==> config.mk <==
export PLATFORM = sky130hd
export DESIGN_NAME = fp16_adder_unit
export DESIGN_NICKNAME = d
export VERILOG_FILES = /design/src/rtl/fp16_pkg.sv /design/src/rtl/fp16_lzc.sv /design/src/rtl/fp16_adder_unit.sv
export SDC_FILE = /design/constraint.sdc
export NUM_CORES = 1
export LEC_CHECK = 0
export CAP_MARGIN = 20
export CORE_MARGIN = 4
export CORE_UTILIZATION = 65
export CTS_CLUSTER_DIAMETER = 100
export DETAILED_ROUTE_END_ITERATION = 10
export PLACE_DENSITY = 0.88
export RECOVER_POWER = 100
export SLEW_MARGIN = 20
export SYNTH_ARGS = -nofsm -noshare
export SYNTH_HDL_FRONTEND = slang
export SYNTH_SLANG_ARGS = --single-unit
==> constraint.sdc <==
create_clock -name clk -period 12.29 [get_ports clk]
set_clock_uncertainty 0.2 [all_clocks]
set_input_delay 3.0725 -clock clk [delete_from_list [all_inputs] [get_ports clk]]
set_output_delay 3.0725 -clock clk [all_outputs]
set_load 0.01 [all_outputs]
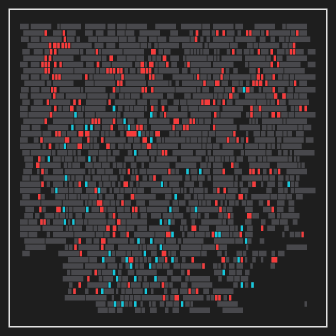
**Above:** run 1 (gate families picked out).
red -> nand cells  # cells 229, most used nand2_1, where widely spread
cyan -> inv cells  # cells 63, most used inv_1
most frequent logic cell in the layout: nand2_1
Comb area share: 0.499
non-filler instance count after layout: 1460

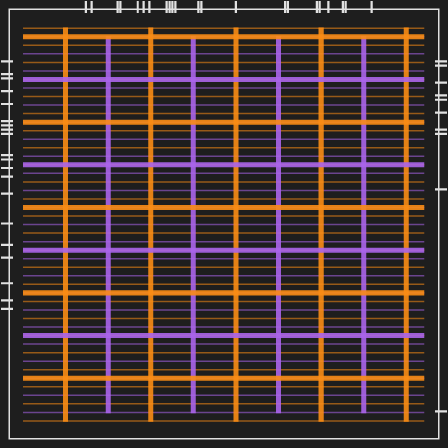
**Above:** run 1 (PDN straps and rails).
Pins as bars on the die edge.
orange -> VSS
purple -> VDD
met1 rails = 47
met5 straps = 9
met4 straps = 9
area of the core: 16000 µm²
Die H: 136 µm
die x size: 136 µm

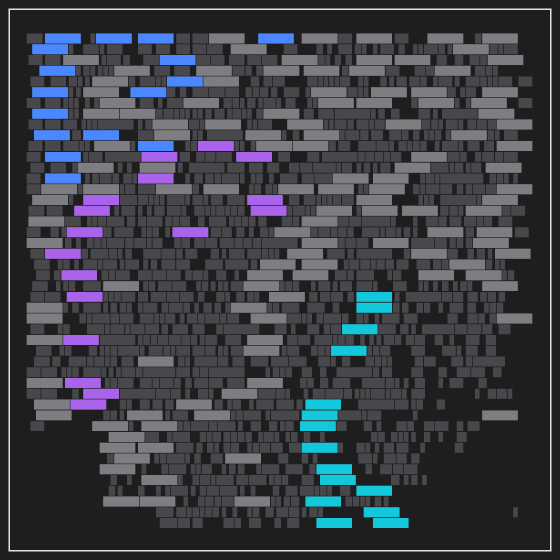
**Above:** run 1 (where the registers sit).
cyan -> r_sum  # sequential cells 15, where bottom center
purple -> r_ua  # sequential cells 17
blue -> r_b  # sequential cells 16, where upper left
not colored = 123
Final Util: 0.745
sequential cell area: 4280 µm²
sequential cell area share: 0.359

==> results.toml, run 1 <==
# generated from flow reports
[layout]
finalInstanceArea_um2 = 11900
nFillCells = 1148
top_area_cell_class = "combinational gates"
lay_top_cells = "180 x nand2_1, 171 x dfrtp_1, 118 x o21ai_0"
nNonClkBuffers = 61
clock_buffers = 17
flops = 171
clkCellAreaFrac = 0.0522
area_growth_syn_to_layout_pct = 11.2
drive_gt1_frac = 0.0707

[setup_path]
cp_cell_sequence = "clkbuf_1 > buf_4"
worst-path-buf-inv = 2
critical_path_cell_count = 2
cp-end-kind = "asynchronous set/reset pin"
critical-path-max-stage-delay_ns = 3.65
r2r_cells = 15
crit_slowest_cell = "clkbuf_1"
cp_max_fo = 99

[logic_synthesis]
synthCells = 1213
top_cell_area_share = 0.399
ys_seq_elements = 171
area_leaders = "dfrtp_1 40%, nand2_1 6.3%, ha_1 6.2%"
most_common_cell = "nand2_1"
avgSynthCellArea_um2 = 8.83
yosys-stat-area_um2 = 10700
edf_count = 0
ys_cells = 1213
synth_area_leader_cell = "dfrtp_1"
netlist_area_um2 = 10700

[grt]
met1_usage = 0.380
grt_use_met3 = 0.0548
gr-max-usage-layer = "met2"
grt_pass1_vias = 9161
grt_pass1_wl_um = 46200

[routing]
route.detailed.drc = 0
top_layer_used = "met4"
vias = 9437
via_per_inst = 6.46
wl_met2_um = 14100

[timing]
rsz0062_at_grt = "no"
finalCritPeriodShare = 0.630
drv_slew = 234
max_slew_margin = -2.54
fin_crit_ns = 7.74

[placed_design]
gp_congestion = 0.954
hpwl_um = 19400
dp_cells = 1428
numPortBuffers = 51

[cts]
clockBufferDepth = 2
cts_tree = "done"
clock-sinks = 171
clkTransAtPathRegs_ns = 0.07
worst_skew_pair.late_latency_ns = 0.45
cts_resized = 0
cts_setup_buffers = 0

[job]
max_cap_viol_count = 4
tool_warnings = 37

[die]
chipArea_um2 = 18600
io_pins = 52

[min_path]
whs_path_depth = 2

[run_status]
violations = "capacitance limit, slew limit"
status = "complete, but fails checks"
-- run 1: per-stage QoR --
stage | utilization | hold WS, ns | setup WS (ns)
floorplan | - | 0.244 | 7.31
CTS | 0.748 | 0.287 | 6.64
detailed placement | 0.709 | 0.268 | 6.82
global route | 0.745 | 0.306 | 3.50
global placement | 0.709 | 0.259 | 6.93
finish | 0.745 | 0.275 | 4.55
-- run 1: logic make-up (layout without fill, tap and decap cells) --
kind of cell             count (synthesis)  count (layout)  synth area share
AND-OR/OR-AND                          324             324             0.191
XOR/XNOR                                36              36            0.0294
adder cells (fa/ha/maj)                 55              55            0.0656
buffers and inverters                  125             156            0.0456
flip-flops                             171             171             0.399
multiplexers                            86              86            0.0889
AND/OR/NAND/NOR                        416             416             0.180
==> run 1 -> run 2 <==
--- a/config.mk
+++ b/config.mk
@@ -7,10 +7,10 @@
 export LEC_CHECK = 0
 export CAP_MARGIN = 20
 export CORE_MARGIN = 4
-export CORE_UTILIZATION = 65
+export CORE_UTILIZATION = 61
 export CTS_CLUSTER_DIAMETER = 100
 export DETAILED_ROUTE_END_ITERATION = 10
-export PLACE_DENSITY = 0.88
+export PLACE_DENSITY = 0.84
 export RECOVER_POWER = 100
 export SLEW_MARGIN = 20
 export SYNTH_ARGS = -nofsm -noshare
==> constraint.sdc (replaced) <==
create_clock -name clk -period 7.28 [get_ports clk]
set_clock_uncertainty 0.2 [all_clocks]
set_input_delay 1.82 -clock clk [delete_from_list [all_inputs] [get_ports clk]]
set_output_delay 1.82 -clock clk [all_outputs]
set_load 0.01 [all_outputs]
==> results.toml, run 2 <==
# generated from flow reports
[logic_synthesis]
ys_seq_elements = 171
synth_area_leader_cell = "dfrtp_1"
simple_gate_share = 0.180
most_common_cell = "nand2_1"
netlist_area_um2 = 10700
logic_family = "AND-OR/OR-AND gates"
synth_adder_area_share = 0.0656
ys_cells = 1213
mux_share = 0.0889
ys_sh_aoi = 0.191
synthCells = 1213
avgSynthCellArea_um2 = 8.83

[layout]
lay_top_cells = "180 x nand2_1, 171 x dfrtp_1, 118 x o21ai_0"
finish.utilization = 0.693
lay_top_count = "nand2_1"
final_cells = 1471
finalInstanceArea_um2 = 11900

[placed_design]
dp_cells = 1438
gp_congestion = 0.961
hpwl_um = 18800
pre_cts_slack_ns = 1.79

[run_status]
status = "complete, but fails checks"
violations = "capacitance limit, slew limit"

[cts]
clock-sinks = 171
cts_tree = "done"
cts_resized = 0
clkTransAtPathRegs_ns = 0.07
worst_skew_pair.late_latency_ns = 0.43

[grt]
met1_usage = 0.336
grt_use_met3 = 0.0417
grt_pass1_wl_um = 43500

[timing]
drv_slew = 184
finalCritPeriodShare = 0.848
max_slew_margin = -0.586
layout_setup_ws_ns = 1.11
fin_crit_ns = 6.17
holdWs_ns = 0.275
rsz0062_at_grt = "no"

[die]
io_pins = 52
chipArea_um2 = 19700

[routing]
wl_met2_um = 13400
top_layer_used = "met4"
route.detailed.drc = 0

[job]
max_cap_viol_count = 4
tool_warnings = 38

[setup_path]
worst-path-buf-inv = 1
critical_path_cell_count = 14
r2r_cells = 14
cp_cell_sequence = "ha_1 > nand2_1 > nor3_1 > a221o_1 > o21a_1 > a2bb2oi_1 > ha_1 > inv_1 > o221a_2 > xnor2_2 > mux4_2 > or2_0 > o41ai_2 > o221ai_1"

[min_path]
whs_path_depth = 2
run 2: cell counts after synthesis:
No cell type changed its count.
run 2: final cells by class:
class | count | area (µm²)
Timing Repair Buffer | 63 | 593
Multi-Input combinational cell | 917 | 5960
Sequential cell | 171 | 4280
Fill cell | 1353 | 5290
Clock buffer | 17 | 425
Clock inverter | 15 | 175
Inverter | 63 | 236
Tap cell | 225 | 282
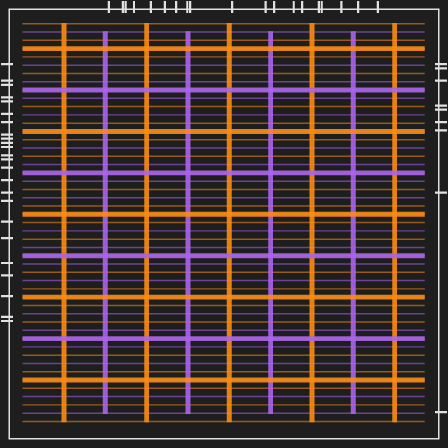
**Above:** run 2 (PDN straps and rails).
Pins as bars on the die edge.
purple -> VDD
orange -> VSS
met1 rails = 49
met5 straps = 9
met4 straps = 9
rows = 48
Die H: 141 µm
area of the core: 17200 µm²
die x size: 141 µm

